--- src/rtl/matrix_led_pkg.sv ---
// Shared definitions for the 8x8 LED-matrix driver: register map, sequencer states,
// frame layout and the row-pattern formula.
package matrix_led_pkg;

    localparam logic [3:0] REG_DIGIT0    = 4'h1;
    localparam logic [3:0] REG_DIGIT7    = 4'h8;
    localparam logic [3:0] REG_DECODE    = 4'h9;
    localparam logic [3:0] REG_INTENSITY = 4'hA;
    localparam logic [3:0] REG_SCANLIMIT = 4'hB;
    localparam logic [3:0] REG_SHUTDOWN  = 4'hC;
    localparam logic [3:0] REG_DISPTEST  = 4'hF;

    typedef enum logic [1:0] {
        ST_WAIT,
        ST_INIT,
        ST_ROWS,
        ST_HOLD
    } seq_state_t;

    typedef struct packed {
        logic [3:0] pad;
        logic [3:0] addr;
        logic [7:0] data;
    } frame_t;

    // Row r lights column (r + pat) mod 8; the 3-bit sum wraps naturally.
    function automatic frame_t row_frame(input logic [2:0] row, input logic [2:0] pat);
        frame_t     f;
        logic [2:0] col;
        col    = row + pat;
        f.pad  = 4'h0;
        f.addr = REG_DIGIT0 + {1'b0, row};
        f.data = 8'h01 << col;
        return f;
    endfunction

endpackage

--- src/rtl/matrix_led_top_spi_tx.sv ---
// Serial transmitter for one 16-bit MAX7219 frame: CS low for 48 cycles, CLK_9M at
// clk/3 (high on the third cycle of each bit), MSB first, followed by a CS-high gap.
module max7219_spi_tx #(
    parameter int unsigned GAP_CYCLES = 8
) (
    input  logic        clk,
    input  logic        rst,
    input  logic        start,
    input  logic [15:0] frame,
    output logic        busy,
    output logic        done,
    output logic        CS,
    output logic        CLK_9M,
    output logic        DOUT
);

    localparam int unsigned GW = (GAP_CYCLES < 2) ? 1 : $clog2(GAP_CYCLES + 1);

    logic          in_frame;
    logic [1:0]    phase;
    logic [3:0]    bit_cnt;
    logic [14:0]   shreg;
    logic [GW-1:0] gap_cnt;

    // Last cycle of the frame; CS rises on the edge that samples this.
    assign done = in_frame && (phase == 2'd2) && (bit_cnt == 4'd15);

    always_ff @(posedge clk) begin
        if (rst) begin
            busy     <= 1'b0;
            in_frame <= 1'b0;
            phase    <= 2'd0;
            bit_cnt  <= 4'd0;
            shreg    <= '0;
            gap_cnt  <= '0;
            CS       <= 1'b1;
            CLK_9M   <= 1'b0;
            DOUT     <= 1'b0;
        end else if (in_frame) begin
            case (phase)
                2'd0: phase <= 2'd1;
                2'd1: begin
                    phase  <= 2'd2;
                    CLK_9M <= 1'b1;
                end
                default: begin
                    phase  <= 2'd0;
                    CLK_9M <= 1'b0;
                    if (bit_cnt == 4'd15) begin
                        in_frame <= 1'b0;
                        CS       <= 1'b1;
                        DOUT     <= 1'b0;
                        gap_cnt  <= GW'(GAP_CYCLES - 1);
                    end else begin
                        bit_cnt <= bit_cnt + 4'd1;
                        DOUT    <= shreg[14];
                        shreg   <= {shreg[13:0], 1'b0};
                    end
                end
            endcase
        end else if (busy) begin
            // busy drops one cycle early so the next CS fall lands exactly GAP_CYCLES later.
            gap_cnt <= gap_cnt - 1'b1;
            if (gap_cnt <= GW'(1))
                busy <= 1'b0;
        end else if (start) begin
            busy     <= 1'b1;
            in_frame <= 1'b1;
            phase    <= 2'd0;
            bit_cnt  <= 4'd0;
            CS       <= 1'b0;
            DOUT     <= frame[15];
            shreg    <= frame[14:0];
        end
    end

endmodule

--- src/rtl/matrix_led_top.sv ---
// Board top: power-up wait, five-frame MAX7219 init, then endless refresh of the 8 rows
// with a diagonal pattern that steps every FRAME_HOLD cycles.
module matrix_led_top
    import matrix_led_pkg::*;
#(
    parameter int unsigned POWERUP_WAIT = 270,
    parameter int unsigned GAP_CYCLES   = 8,
    parameter int unsigned FRAME_HOLD   = 2_700_000,
    parameter logic [3:0]  INTENSITY    = 4'h8
) (
    input  logic CLK_27M,
    input  logic RST_N,
    output logic CS,
    output logic CLK_9M,
    output logic DOUT
);

    localparam int unsigned CNT_MAX = (POWERUP_WAIT > FRAME_HOLD) ? POWERUP_WAIT : FRAME_HOLD;
    localparam int unsigned CW      = (CNT_MAX < 2) ? 1 : $clog2(CNT_MAX);

    seq_state_t    state;
    logic [CW-1:0] cnt;
    logic [3:0]    idx;
    logic [2:0]    pat;
    logic          busy;
    logic          done;
    logic          start;
    frame_t        frame;

    always_comb begin
        frame = '0;
        start = 1'b0;
        case (state)
            ST_INIT: begin
                start = !busy;
                case (idx[2:0])
                    3'd0:    frame = {4'h0, REG_SHUTDOWN,  8'h01};
                    3'd1:    frame = {4'h0, REG_DECODE,    8'h00};
                    3'd2:    frame = {4'h0, REG_INTENSITY, 4'h0, INTENSITY};
                    3'd3:    frame = {4'h0, REG_SCANLIMIT, 8'h07};
                    default: frame = {4'h0, REG_DISPTEST,  8'h00};
                endcase
            end
            ST_ROWS: begin
                start = !busy && !idx[3];
                frame = row_frame(idx[2:0], pat);
            end
            default: ;
        endcase
    end

    always_ff @(posedge CLK_27M) begin
        if (RST_N) begin
            state <= ST_WAIT;
            cnt   <= '0;
            idx   <= 4'd0;
            pat   <= 3'd0;
        end else begin
            case (state)
                ST_WAIT: begin
                    if (cnt == CW'(POWERUP_WAIT - 1)) begin
                        state <= ST_INIT;
                        cnt   <= '0;
                    end else begin
                        cnt <= cnt + 1'b1;
                    end
                end
                ST_INIT: begin
                    if (start) begin
                        if (idx == 4'd4) begin
                            idx   <= 4'd0;
                            state <= ST_ROWS;
                        end else begin
                            idx <= idx + 4'd1;
                        end
                    end
                end
                ST_ROWS: begin
                    // idx reaches 8 once row 8 is accepted; hold starts as that frame ends.
                    if (start) begin
                        idx <= idx + 4'd1;
                    end else if (idx[3] && done) begin
                        state <= ST_HOLD;
                        cnt   <= '0;
                    end
                end
                default: begin
                    if (cnt == CW'(FRAME_HOLD - 1)) begin
                        pat   <= pat + 3'd1;
                        idx   <= 4'd0;
                        cnt   <= '0;
                        state <= ST_ROWS;
                    end else begin
                        cnt <= cnt + 1'b1;
                    end
                end
            endcase
        end
    end

    max7219_spi_tx #(
        .GAP_CYCLES(GAP_CYCLES)
    ) u_tx (
        .clk   (CLK_27M),
        .rst   (RST_N),
        .start (start),
        .frame (frame),
        .busy  (busy),
        .done  (done),
        .CS    (CS),
        .CLK_9M(CLK_9M),
        .DOUT  (DOUT)
    );

endmodule

--- config.mk ---
export PLATFORM = sky130hd
export DESIGN_NAME = matrix_led_top
export DESIGN_NICKNAME = d
export VERILOG_FILES = /design/src/rtl/matrix_led_pkg.sv /design/src/rtl/matrix_led_top_spi_tx.sv /design/src/rtl/matrix_led_top.sv
export SDC_FILE = /design/constraint.sdc
export NUM_CORES = 1
export LEC_CHECK = 0
export ABC_AREA = 1
export CAP_MARGIN = 20
export CORE_UTILIZATION = 30
export CTS_CLUSTER_DIAMETER = 40
export DETAILED_ROUTE_END_ITERATION = 7
export HOLD_SLACK_MARGIN = 0.05
export SETUP_SLACK_MARGIN = 0.15
export SYNTH_ARGS = -nofsm -noshare
export SYNTH_HDL_FRONTEND = slang
export SYNTH_SLANG_ARGS = --single-unit
export TNS_END_PERCENT = 30
--- constraint.sdc ---
create_clock -name CLK_27M -period 2.14 [get_ports CLK_27M]
set_clock_uncertainty 0.2 [all_clocks]
set_input_delay 0.428 -clock CLK_27M [delete_from_list [all_inputs] [get_ports CLK_27M]]
set_output_delay 0.428 -clock CLK_27M [all_outputs]
set_load 0.01 [all_outputs]
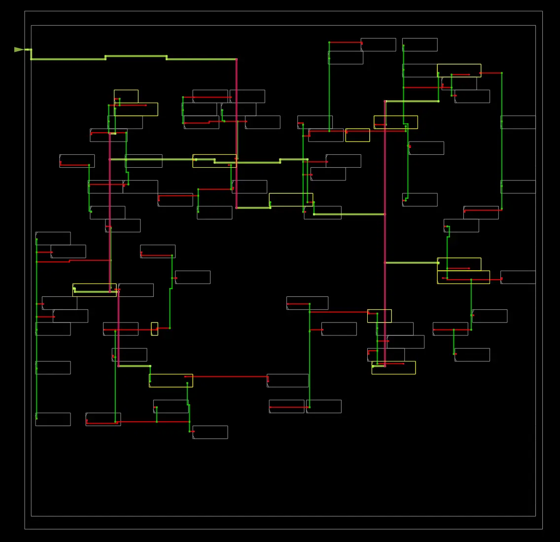
run_1/clock_nets.png
P_clk: 1.48 mW
CTS Buf Count: 9
FFs & Latches: 61
CLK BUF: 13
CTS sink count: 61

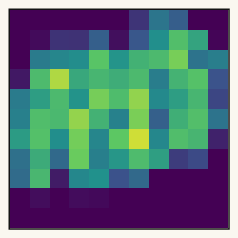
run_1/util_map.png
(2 px per um) 11 x 11 tiles, from dark purple (low) to yellow (high), 0 to 100% covered.
densest ninth of the die: center
mean over tiles: 35%
tiles over 75% full: 7.4%
core region area: 10980 um^2
final core occ: 39.41%
fp util: 31.33%

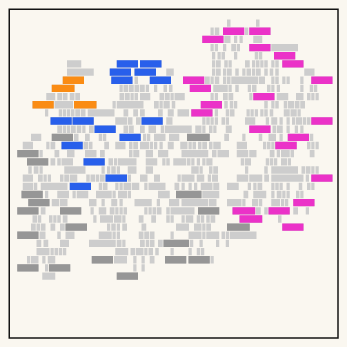
run_1/ff_map.png
(3 px per um) Other sequential cells in the stronger gray, the rest of the logic in the fainter gray.
legend:
  magenta:
    signal: cnt
    flops: 22
  blue:
    signal: u_tx.shreg
    flops: 15
  orange:
    signal: u_tx.bit_cnt
    flops: 4
    where: upper left
Flop area: 1236 um^2
Seq/total area: 28.56%

==> results.toml, run 1 <==
# synthesis and place-and-route metrics
[layout]
final_area_um2 = 4328
comb_cells = 388
n_antenna_cell = 0
largest_class = "multi-input combinational cells"
nonClockInverterCount = 64
buf_share_pct = 5.262
largest_register_ffs = 22
n_all_buffers = 27

[pwr]
p_seq_share_pct = 42.8
pwr-share-clk_pct = 55.2
p_sw_mw = 0.5340

[clock_tree]
clk_latency_ns = 0.34
clk_pin_slew_ns = 0.05
clock_path_buffers = 2

[yosys]
syn_area_um2 = 3441
syn_inst = 524
synthMostInstantiatedCell = "nand2_1"
synth_warnings = 0
yosys.area.top_type = "dfxtp_1"
synthAoiAreaFrac_pct = 12.07
xor_share_pct = 1.273
ys_cells = 524
fp_nets = 544

[placed_design]
io_buffer_count = 4
dp_worst_setup_slack_ns = 0.07156
dpl.cell_count = 673

[critical_path]
r2r_cells = 11
cp_num_buf_inv = 4
r2r-end = "u_tx.shreg[4]$_SDFFE_PP0P_"
crit_arrival_ns = 2.02

[global_routing]
antenna_found_initial = 0
grt_max_degree = 26
use_met1_pct = 17.57

[run_status]
status = "finished, final reports clean"

[final_timing]
relSlewSlack_pct = 61.75
period_used_pct = 91.11
worst_pin_slew_ns = 0.5677
finalSetupViolations = 0

[min_path]
whs_endpoint = "u_tx.shreg[13]$_SDFFE_PP0P_"

[run]
tool_warnings = 38

[detailed_routing]
num_vias = 3377
[run 1: cells in the final DEF (no fill, tap or decap), drive strengths merged]
| cell type | instances |
|---|---|
| xor2 | 3 |
| a211oi | 1 |
| a31oi | 2 |
| nor2 | 99 |
| or2 | 1 |
| clkdlybuf4s50 | 4 |
| nand3 | 38 |
| nand2 | 124 |
| dfxtp | 61 |
| o21ai | 32 |
| xnor2 | 2 |
| a21oi | 31 |
| buf | 23 |
| bufinv | 1 |
| clkbuf | 13 |
| nand4 | 9 |
| a22oi | 1 |
| fa | 1 |
| nor3 | 19 |
| o41ai | 1 |
| o21bai | 2 |
| ha | 17 |
| and3 | 1 |
| o211ai | 4 |
| inv | 64 |
run_1/gates.png
(4 px per um)
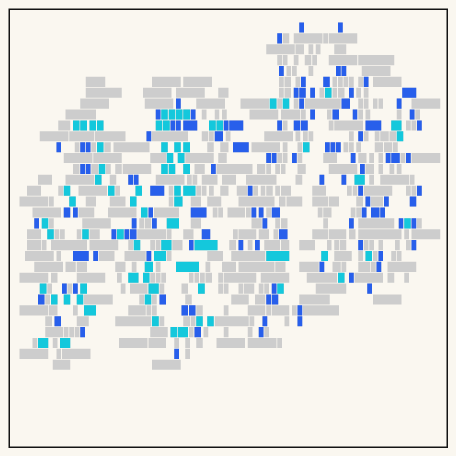

==> run 2, diff against run 1 <==
--- a/config.mk
+++ b/config.mk
@@ -5,7 +5,6 @@
 export SDC_FILE = /design/constraint.sdc
 export NUM_CORES = 1
 export LEC_CHECK = 0
-export ABC_AREA = 1
 export CAP_MARGIN = 20
 export CORE_UTILIZATION = 30
 export CTS_CLUSTER_DIAMETER = 40
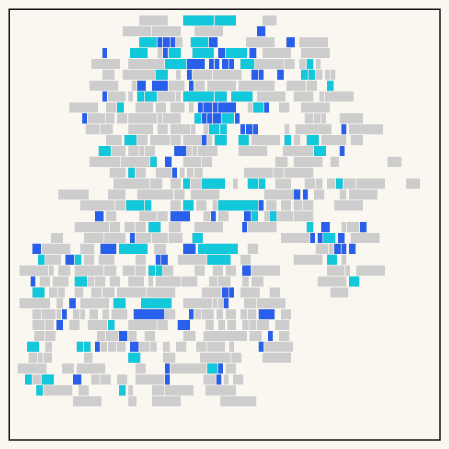
run_2/gates.png
(4 px per um)
legend:
  blue:
    family: nor cells
    cells: 87
  cyan:
    family: aoi and oai cells
    cells: 73
Commonest Layout Cell: buf_4
Comb/total area: 49.62%
Finished Layout Cells: 607

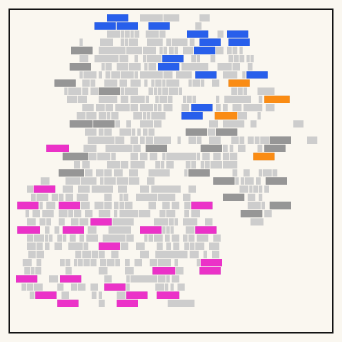
run_2/ff_map.png
(3 px per um) Other sequential cells in the stronger gray, the rest of the logic in the fainter gray.
final core occ: 43.01%
sequential power: 1.34 mW
Seq/total area: 26.60%

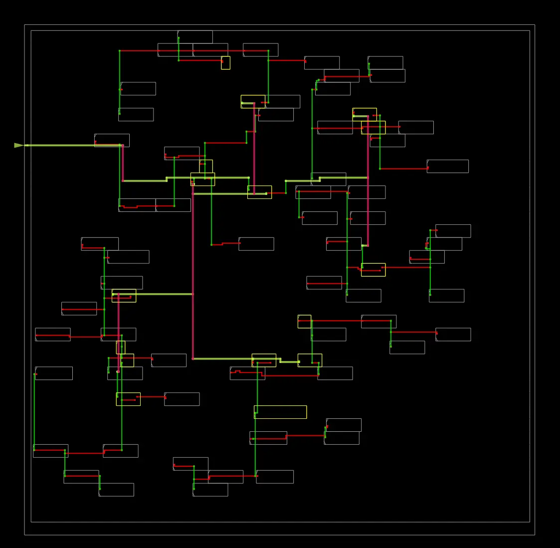
run_2/clock_nets.png
CLK BUF: 10
P_clk: 1.06 mW
clk latency late pin: 0.36 ns

==> results.toml, run 2 <==
# synthesis and place-and-route metrics
[run_status]
status = "finished, final reports clean"

[run]
tool_warnings = 38

[final_timing]
relSlewSlack_pct = 70.96
period_used_pct = 99.72
finalSetupViolations = 0

[placed_design]
io_buffer_count = 4
dpl.cell_count = 576
dp_worst_setup_slack_ns = 0.003780

[yosys]
syn_inst = 395
ys_cells = 395
yosys.area.top_type = "dfxtp_1"
synth_warnings = 0
synthAoiAreaFrac_pct = 17.26
fp_nets = 415
synthMostInstantiatedCell = "dfxtp_1"

[min_path]
whs_endpoint = "u_tx.shreg[14]$_SDFFE_PP0P_"

[layout]
n_antenna_cell = 0
largest_class = "multi-input combinational cells"
comb_cells = 300
buf_share_pct = 14.14
flop_area_um2 = 1240

[critical_path]
r2r-end = "idx[2]$_SDFFE_PP0P_"
cp_num_buf_inv = 0
crit_arrival_ns = 2.23

[pwr]
pwr-share-clk_pct = 28.9
p_sw_mw = 1.241
p_seq_share_pct = 36.6

[clock_tree]
cts_sinks = 61
clk_pin_slew_ns = 0.08

[global_routing]
grt_max_degree = 27

[floorplan]
initCoreUtil_pct = 30.70
-- run 2: netlist changes by cell type in the layout (fill, tap and decap cells not counted), sizes merged, moves of 6 or more --
cell | previous run | this run
nor2 | 99 | 57
buf | 23 | 67
xor2 | 3 | 15
or3 | 0 | 10
a221oi | 0 | 6
o21ai | 32 | 13
nand2 | 124 | 26
a211oi | 1 | 10
nand3 | 38 | 26
inv | 64 | 17
-- run 2: repair_timing --
| action | CTS | global route |
|---|---|---|
| setup buffers | 5 | 7 |
| setup endpoints to repair | 37 | 46 |
| resized | 4 | 69 |
| pin swaps | 1 | 36 |
| hold endpoints to repair | 0 | 0 |
| cloned | 0 | 3 |
-- run 2: worst min-delay path: stages (launching register included) --
cell and delay [ns]:
dfxtp_1 0.31, nand2_1 0.05, a21oi_1 0.05
No activity file was given, so power comes from the tool's default toggle rates.
